## src/rtl/rv32i_bus_arbiter.sv

```systemverilog
// Round-robin Wishbone bus arbiter for the RV32I core complex.
// Masters (0 = icache, 1 = data unit, 2 = debug/DMA) request ownership with
// req_i, the winner gets a registered one-hot grant_o and its bus signals are
// muxed onto the single slave port. A stalled strobe is aborted after
// TIMEOUT_CYCLES unanswered cycles.
// Ports:
//   clk_i, reset_ni            clock, async active-low reset
//   req_i / grant_o            per-master ownership request / one-hot grant
//   m_adr_i..m_stb_i           packed per-master Wishbone request signals
//   m_dat_o, m_ack_o, m_err_o  read data (broadcast), per-master ack / error
//   s_adr_o..s_cyc_o           slave-side Wishbone request signals
//   s_dat_i, s_ack_i, s_err_i  slave-side responses
//   timeout_o                  one-cycle pulse when a strobe is aborted
module rv32i_bus_arbiter #(
  parameter int unsigned NUM_MASTERS    = 3,
  parameter int unsigned XLEN           = 32,
  parameter int unsigned TIMEOUT_CYCLES = 255
) (
  input  logic                            clk_i,
  input  logic                            reset_ni,
  input  logic [NUM_MASTERS-1:0]          req_i,
  output logic [NUM_MASTERS-1:0]          grant_o,
  input  logic [NUM_MASTERS*(XLEN-2)-1:0] m_adr_i,
  input  logic [NUM_MASTERS*XLEN-1:0]     m_dat_i,
  input  logic [NUM_MASTERS-1:0]          m_we_i,
  input  logic [NUM_MASTERS*4-1:0]        m_sel_i,
  input  logic [NUM_MASTERS-1:0]          m_stb_i,
  output logic [XLEN-1:0]                 m_dat_o,
  output logic [NUM_MASTERS-1:0]          m_ack_o,
  output logic [NUM_MASTERS-1:0]          m_err_o,
  output logic [XLEN-3:0]                 s_adr_o,
  output logic [XLEN-1:0]                 s_dat_o,
  output logic                            s_we_o,
  output logic [3:0]                      s_sel_o,
  output logic                            s_stb_o,
  output logic                            s_cyc_o,
  input  logic [XLEN-1:0]                 s_dat_i,
  input  logic                            s_ack_i,
  input  logic                            s_err_i,
  output logic                            timeout_o
);

  localparam int unsigned AW = XLEN - 2;
  localparam int unsigned OW = (NUM_MASTERS > 1) ? $clog2(NUM_MASTERS) : 1;
  localparam int unsigned CW = $clog2(TIMEOUT_CYCLES + 1);
  localparam logic [CW-1:0] CNT_LAST = CW'(TIMEOUT_CYCLES - 1);
  localparam logic [CW-1:0] CNT_MAX  = CW'(TIMEOUT_CYCLES);

  typedef enum logic [1:0] {IDLE, GRANT, ABORT} state_t;

  state_t                 state_q, state_d;
  logic [OW-1:0]          owner_q, owner_d;
  logic [OW-1:0]          last_q, last_d;
  logic [NUM_MASTERS-1:0] grant_d;
  logic [CW-1:0]          cnt_q, cnt_d;
  logic                   tmo_d;
  logic                   armed_q;
  logic [OW-1:0]          pick;
  logic                   pick_vld;
  logic                   own_req;

  assign m_dat_o = s_dat_i;

  // Round-robin pick: first requester at or after last_owner+1 (mod N).
  always_comb begin
    pick     = last_q;
    pick_vld = 1'b0;
    for (int unsigned i = 1; i <= NUM_MASTERS; i++) begin
      for (int unsigned k = 0; k < NUM_MASTERS; k++) begin
        if (!pick_vld && req_i[k] && (((32'(last_q) + i) % NUM_MASTERS) == k)) begin
          pick_vld = 1'b1;
          pick     = OW'(k);
        end
      end
    end
  end

  // Owner mux onto the slave port and response demux back to the owner.
  always_comb begin
    s_adr_o = '0;
    s_dat_o = '0;
    s_we_o  = 1'b0;
    s_sel_o = '0;
    s_stb_o = 1'b0;
    m_ack_o = '0;
    m_err_o = '0;
    own_req = 1'b0;
    for (int unsigned k = 0; k < NUM_MASTERS; k++) begin
      if (32'(owner_q) == k) begin
        own_req = req_i[k];
        if (state_q == GRANT) begin
          s_adr_o    = m_adr_i[k*AW +: AW];
          s_dat_o    = m_dat_i[k*XLEN +: XLEN];
          s_we_o     = m_we_i[k];
          s_sel_o    = m_sel_i[k*4 +: 4];
          s_stb_o    = m_stb_i[k];
          m_ack_o[k] = s_ack_i;
          m_err_o[k] = s_err_i;
        end else if (state_q == ABORT) begin
          // Error to the owner only during the registered timeout pulse.
          m_err_o[k] = timeout_o;
        end
      end
    end
    s_cyc_o = (state_q == GRANT);
  end

  // Next-state and registered-output logic.
  always_comb begin
    state_d = state_q;
    owner_d = owner_q;
    last_d  = last_q;
    grant_d = grant_o;
    cnt_d   = '0;
    tmo_d   = 1'b0;
    case (state_q)
      IDLE: begin
        grant_d = '0;
        // armed_q holds off the first grant until the second edge after reset.
        if (armed_q && pick_vld) begin
          state_d = GRANT;
          owner_d = pick;
          last_d  = pick;
          grant_d = NUM_MASTERS'(1) << pick;
        end
      end
      GRANT: begin
        if (s_stb_o && !s_ack_i && !s_err_i && (cnt_q == CNT_LAST)) begin
          // Last unanswered strobe cycle: pulse appears in the first ABORT cycle.
          state_d = ABORT;
          cnt_d   = CNT_MAX;
          tmo_d   = 1'b1;
        end else if (!own_req) begin
          state_d = IDLE;
          grant_d = '0;
        end else if (s_stb_o && !s_ack_i && !s_err_i && (cnt_q != CNT_MAX)) begin
          cnt_d = cnt_q + CW'(1);
        end
      end
      ABORT: begin
        if (!own_req) begin
          state_d = IDLE;
          grant_d = '0;
        end
      end
      default: begin
        state_d = IDLE;
        grant_d = '0;
      end
    endcase
  end

  // State and registered outputs.
  always_ff @(posedge clk_i or negedge reset_ni) begin
    if (!reset_ni) begin
      state_q   <= IDLE;
      owner_q   <= '0;
      last_q    <= OW'(NUM_MASTERS - 1);
      grant_o   <= '0;
      cnt_q     <= '0;
      timeout_o <= 1'b0;
      armed_q   <= 1'b0;
    end else begin
      state_q   <= state_d;
      owner_q   <= owner_d;
      last_q    <= last_d;
      grant_o   <= grant_d;
      cnt_q     <= cnt_d;
      timeout_o <= tmo_d;
      armed_q   <= 1'b1;
    end
  end

endmodule

```

## config.mk

```make
export PLATFORM = sky130hd
export DESIGN_NAME = rv32i_bus_arbiter
export DESIGN_NICKNAME = d
export VERILOG_FILES = /design/src/rtl/rv32i_bus_arbiter.sv
export SDC_FILE = /design/constraint.sdc
export NUM_CORES = 1
export LEC_CHECK = 0
export ABC_AREA = 1
export CAP_MARGIN = 5
export CORE_AREA = 4 4 137 139
export CTS_CLUSTER_SIZE = 24
export DETAILED_ROUTE_END_ITERATION = 10
export DIE_AREA = 0 0 141 143
export DONT_BUFFER_PORTS = 1
export HOLD_SLACK_MARGIN = 0.05
export PLACE_DENSITY = 0.32
export SYNTH_ARGS = -nofsm -noshare
export SYNTH_HDL_FRONTEND = slang
export SYNTH_SLANG_ARGS = --single-unit
```

## constraint.sdc

```tcl
create_clock -name clk_i -period 4.6 [get_ports clk_i]
set_clock_uncertainty 0.05 [all_clocks]
set_input_delay 1.38 -clock clk_i [delete_from_list [all_inputs] [get_ports clk_i]]
set_output_delay 1.38 -clock clk_i [all_outputs]
set_load 0.01 [all_outputs]
```

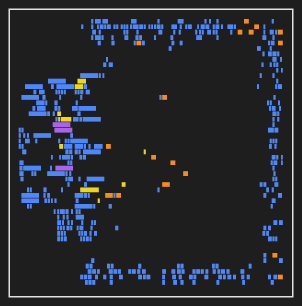
*Cells by drive strength, run 1*
Drawn at 2 px/um.
| colour | size | cells | most used |
|---|---|---|---|
| blue | x1 and smaller | 383 | nand2_1 |
| orange | x3 and x4 | 17 | buf_4 |
| yellow | x2 | 10 | inv_2 |
| purple | x6 and larger | 3 | clkbuf_16 |

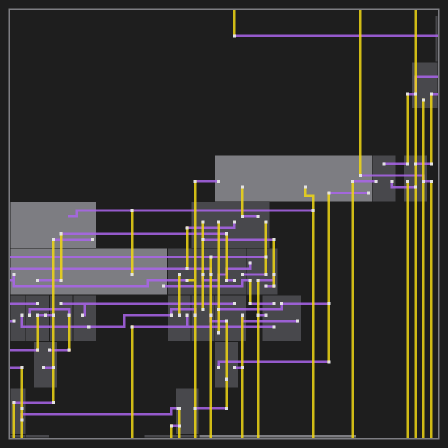
*Close-up of the layout, run 1*
Region (23, 95) to (48, 120) um. Cells in grey, sequential cells in the stronger grey; small squares are vias.
| colour | layer |
|---|---|
| purple | M1 |
| yellow | M2 |
cells with their middle in the window: 21
most frequent: nand2_1 (5), nor2_1 (4), dfrtp_1 (3)
netlist names of flops here include: cnt_q (3)
sequential cells in the window: 3

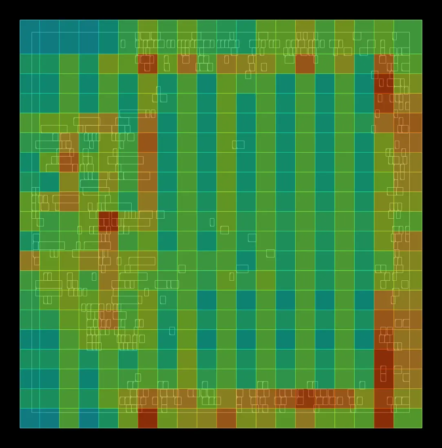
*Routing congestion, run 1*
met1 usage in global routing: 14.4%
GR Util met3: 2.81%
overall routing resource usage: 11.2%
WL/cell: 20.4 um
GR Util met2: 19.2%

==> flow_metrics.py, run 1 <==
# Auto-generated metrics
metrics = {
    "logic_synthesis": {
        "synth.yosys.chip_area_um2": 2710,
        "ys_cells": 459,
        "netlist_area_um2": 2710,
        "floorplan.nets": 710,
        "flop_cell": "dfrtp_1",
        "synth_area_per_cell_um2": 5.91,
        "ys_types": 31,
        "ys_warn_count": 0,
        "postSynthSeqShare_pct": 16.7,
    },
    "setup_path": {
        "cp_slowest_cell": "inv_2",
        "crit_chain": "inv_2 > nand2_2 > inv_1 > buf_4 > nand2_1 > a31oi_1 > buf_4",
        "crit_path_frequent_cell": "buf_4",
        "r2r-end": "grant_o[2]",
        "cp-end-kind": "output port",
        "rrSetupSlack_ns": 1.57,
        "crit-reg2reg-launch": "owner_q[0]",
    },
    "floorplanning": {
        "die_w_um": 141,
        "pin_count": 354,
        "dieArea_um2": 20200,
        "coreArea_um2": 17700,
    },
    "global_routing": {
        "grt-ovfl-total": 0,
        "antenna_found_initial": 0,
        "grt_pass1_wl_mm": 17.9,
        "first_global_vias": 3041,
    },
    "placed_design": {
        "gp_congestion": 0.837,
        "dp.cells": 638,
    },
    "cts": {
        "cts_tree": "built",
        "cts.sinks": 18,
        "cts-resized-gates": 0,
        "ctsHoldBuffers": 0,
        "cts_buffer_depth": 2,
        "h-tree-depth": 1,
        "cts_setup_buffers": 0,
    },
    "sta": {
        "relSlewSlack_pct": 29.1,
        "timing.hold.ws_ns": 0.480,
        "fmax_mhz": 246,
        "min_period_ns": 4.07,
        "finalCritPeriodShare_pct": 88.5,
        "setup_viol": 0,
    },
    "hold_path": {
        "hold_start": "last_q[1]",
        "min_to": "last_q[1]",
    },
    "power": {
        "cellLeakagePower_uw": 0.00110,
        "peakVddDrop_uv": 238,
        "p_per_area_nw_per_um2": 689,
    },
    "detailed_routing": {
        "via_per_inst": 5.02,
        "dr.pass1.iters": 5,
        "drtAntennaViolNets": 0,
        "drcViolationCount": 0,
    },
    "cells_and_area": {
        "final_cell_mix": "126 x nand2_1, 33 x a21oi_1, 30 x o22ai_1, 30 x nor3_1, 29 x nor2_1",
        "fin_cells": 642,
    },
    "run_status": {
        "outcome": "complete, no violations",
    },
}
## run 1: per-stage QoR
step                utilization [%]  cell area, um2  total power (uW)  worst slack (ns)
floorplan                         -            2710              1390              1.34
global placement               15.5            2740              1740             0.873
detailed placement             15.5            2740              1770             0.773
CTS                            16.0            2820              1960             0.503
global route                   16.0            2820              2120             0.288
finish                         16.0            2820              1940             0.529
## run 1: where the power goes
| group | switching, uW | total [uW] | leakage [uW] | internal, uW |
|---|---|---|---|---|
| registers | 36.4 | 225 | 0.000240 | 189 |
| clock network | 61.2 | 179 | 0.0000382 | 118 |
| logic | 1120 | 1540 | 0.000817 | 423 |
## run 1: synthesized netlist by cell type, types with 8 or more instances
| cell | number | area share (%) |
|---|---|---|
| a21oi_1 | 33 | 6.1 |
| a221oi_1 | 10 | 3.2 |
| a31oi_1 | 28 | 6.5 |
| buf_2 | 9 | 1.7 |
| buf_4 | 32 | 8.9 |
| clkbuf_1 | 20 | 2.8 |
| dfrtp_1 | 17 | 16 |
| ha_1 | 8 | 3.7 |
| inv_1 | 21 | 2.9 |
| nand2_1 | 126 | 17 |
| nand3_1 | 15 | 2.8 |
| nor2_1 | 31 | 4.3 |
| nor3_1 | 30 | 5.5 |
| o21ai_0 | 22 | 4.1 |
| o22ai_1 | 30 | 6.9 |
## run 1: state kept, by name (all words and copies together) (netlist names)
name       count
last_q         1
grant_o        3
timeout_o      1
armed_q        1
state_q        2
cnt_q          8
owner_q        2
## run 1: final cells by class
cell class	count	area (um2)
fill	2085	14800
multi-input combinational	352	1800
sequential	18	452
tap	229	287
timing repair buffer	15	113
inverter	24	90.1
clock buffer	4	78.8
## run 1: per-layer routing
metal,vias to the layer above,GRT usage (%),wire (um)
li1,1471,-,-
met1,1509,14.4,5310
met2,217,19.2,6420
met3,26,2.81,1240
met4,0,2.19,138
met5,-,0,0
## run 1: worst max-delay path: cells and delay by family, from the launching register on
kind                   cells  cell delay [ns]
AND/OR/NAND/NOR            2             0.49
flip-flops                 1             0.44
buffers and inverters      4             1.18
AND-OR/OR-AND              1             0.25
## run 1: cells by family after synthesis
family | Yosys count | synth area share [%]
AND/OR/NAND/NOR | 210 | 31.9
AND-OR/OR-AND | 130 | 29.2
buffers and inverters | 89 | 17.4
flip-flops | 18 | 16.7
adder cells (fa/ha/maj) | 8 | 3.69
XOR/XNOR | 3 | 0.969
other | 1 | 0.138
## run 1: worst max-delay path by stage
stage | depth (start not counted) | from | end | slack (ns)
6_report | 7 | owner_q[0] | s_adr_o[27] | 0.53
3_5_place_dp | 7 | owner_q[0] | s_adr_o[27] | 0.77
4_1_cts | 7 | owner_q[0] | s_adr_o[27] | 0.50
5_1_grt | 7 | owner_q[0] | s_adr_o[26] | 0.29
2_1_floorplan | 3 | s_err_i | m_err_o[0] | 1.34
3_3_place_gp | 7 | owner_q[0] | s_adr_o[27] | 0.87
==> inputs of run 2 (changes only) <==
--- a/config.mk
+++ b/config.mk
@@ -8,7 +8,7 @@
 export ABC_AREA = 1
 export CAP_MARGIN = 5
 export CORE_AREA = 4 4 137 139
-export CTS_CLUSTER_SIZE = 24
+export CTS_CLUSTER_SIZE = 8
 export DETAILED_ROUTE_END_ITERATION = 10
 export DIE_AREA = 0 0 141 143
 export DONT_BUFFER_PORTS = 1
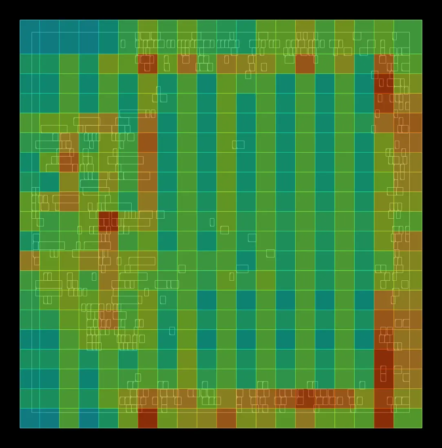
*Routing congestion, run 2*
busiest grt layer: met2
Finished Core Util: 16.0%

==> run 2 against run 1 <==
Via count did not move. Sequential share of layout area unchanged. Worst hold slack is the same. Global-route usage unchanged. Core utilization did not move. Sequential power about the same. Clock-buffer cell count stayed put. Sequential cell count unchanged. Maximum frequency stayed put. Largest cell class unchanged. Highest routed layer unchanged.
==> flow_metrics.py, run 2 <==
# Auto-generated metrics
metrics = {
    "logic_synthesis": {
        "floorplan.nets": 710,
        "synthTopCellsByCount": "126 x nand2_1, 33 x a21oi_1, 32 x buf_4",
        "simple_gate_area_share_pct": 31.9,
        "ys_sh_adder_pct": 3.69,
        "ys_types": 31,
        "compound_area_share_pct": 29.2,
        "top_area_cell": "nand2_1",
        "flop_cell": "dfrtp_1",
        "synth_area_per_cell_um2": 5.91,
        "synth.logic.top_family": "simple AND/OR/NAND/NOR gates",
        "synth.yosys.chip_area_um2": 2710,
        "netlist_area_um2": 2710,
        "yosys-top-cells-area": "nand2_1 17%, dfrtp_1 16%, buf_4 8.9%, o22ai_1 6.9%, a31oi_1 6.5%",
        "top_cell_area_share_pct": 17.4,
        "ys_cells": 459,
    },
    "sta": {
        "finalCritPeriodShare_pct": 88.5,
        "relSlewSlack_pct": 29.1,
        "fmax_mhz": 246,
        "setup_ws_ns": 0.529,
    },
    "cts": {
        "cts_buffer_depth": 2,
        "cts_setup_buffers": 0,
        "cts-resized-gates": 0,
        "cts.sinks": 18,
        "h-tree-depth": 1,
        "cts_tree": "built",
        "ctsHoldBuffers": 0,
    },
    "cells_and_area": {
        "top_regs": "cnt_q: 8 flops, grant_o: 3 flops",
        "regMostFlops": "cnt_q",
        "final_cell_mix": "126 x nand2_1, 33 x a21oi_1, 30 x o22ai_1, 30 x nor3_1, 29 x nor2_1",
    },
    "placed_design": {
        "gp_congestion": 0.837,
        "place_ws_ns": 0.773,
    },
    "detailed_routing": {
        "drtAntennaViolNets": 0,
        "drcViolationCount": 0,
    },
    "global_routing": {
        "first_global_vias": 3041,
        "grt_pass1_wl_mm": 17.9,
        "grt-ovfl-total": 0,
        "grt_usage_pct": 11.2,
    },
    "setup_path": {
        "cp-end-kind": "output port",
    },
    "floorplanning": {
        "coreArea_um2": 17700,
        "die_w_um": 141,
    },
    "power": {
        "p_per_area_nw_per_um2": 689,
        "peakVddDrop_uv": 238,
    },
    "run_status": {
        "outcome": "complete, no violations",
    },
}
-- run 2: cell counts in the layout (fill, tap and decap cells not counted) --
Identical to the previous run, type by type.
-- run 2: report_power, final --
| part | leakage, uW | internal, uW | total, uW | switching [uW] |
|---|---|---|---|---|
| Combinational | 0.000817 | 423 | 1540 | 1120 |
| Clock | 0.0000382 | 118 | 179 | 61.2 |
| Sequential | 0.000240 | 189 | 225 | 36.4 |
| Total | 0.00110 | 730 | 1940 | 1220 |
-- run 2: cells by family after synthesis --
kind of cell	after synthesis
flops	18
other cells	1
xor+xnor	3
compound gates	130
buf+inv	89
fa+ha+maj	8
simple gates	210
-- run 2: critical path, cell delays in order, from the launching register on --
cell     delay [ns]
dfrtp_1        0.44
inv_2          0.52
nand2_2        0.38
inv_1          0.12
buf_4          0.36
nand2_1        0.11
a31oi_1        0.25
buf_4          0.18
-- run 2: worst paths after layout --
check	depth (start not counted)	startpoint	slack, ns	end
min	2	last_q[1]	0.48	last_q[1]
max	7	owner_q[0]	0.53	s_adr_o[27]
max in group asynchronous	0	reset_ni	3.56	last_q[1]
min in group asynchronous	0	reset_ni	0.77	cnt_q[1]
min reg2reg	2	last_q[1]	0.48	last_q[1]
max reg2reg	13	owner_q[0]	1.57	grant_o[2]
-- run 2: per-layer routing --
layer / GRT usage (%) / vias up / part of all wire, %
met5: 0 / - / 0
met4: 2.19 / 0 / 1.1
met3: 2.81 / 26 / 9.4
met2: 19.2 / 217 / 49
met1: 14.4 / 1509 / 40
li1: - / 1471 / -
-- run 2: per-stage QoR --
| stage | total power [uW] | hold slack (ns) | cells | area (um2) | utilization (%) |
|---|---|---|---|---|---|
| 6_report | 1940 | 0.480 | 642 | 2820 | 16.0 |
| 5_1_grt | 2120 | 0.509 | 642 | 2820 | 16.0 |
| 4_1_cts | 1960 | 0.485 | 642 | 2820 | 16.0 |
| 3_5_place_dp | 1770 | 0.478 | 638 | 2740 | 15.5 |
| 3_3_place_gp | 1740 | 0.476 | 638 | 2740 | 15.5 |
| 2_1_floorplan | 1390 | 0.439 | 459 | 2710 | - |
-- run 2: cell type report --
| cell class | count | area, um2 |
|---|---|---|
| clock buffer | 4 | 78.8 |
| fill | 2085 | 14800 |
| inverter | 24 | 90.1 |
| multi-input combinational | 352 | 1800 |
| sequential | 18 | 452 |
| tap | 229 | 287 |
| timing repair buffer | 15 | 113 |
Power is estimated from default activity; no workload was simulated.
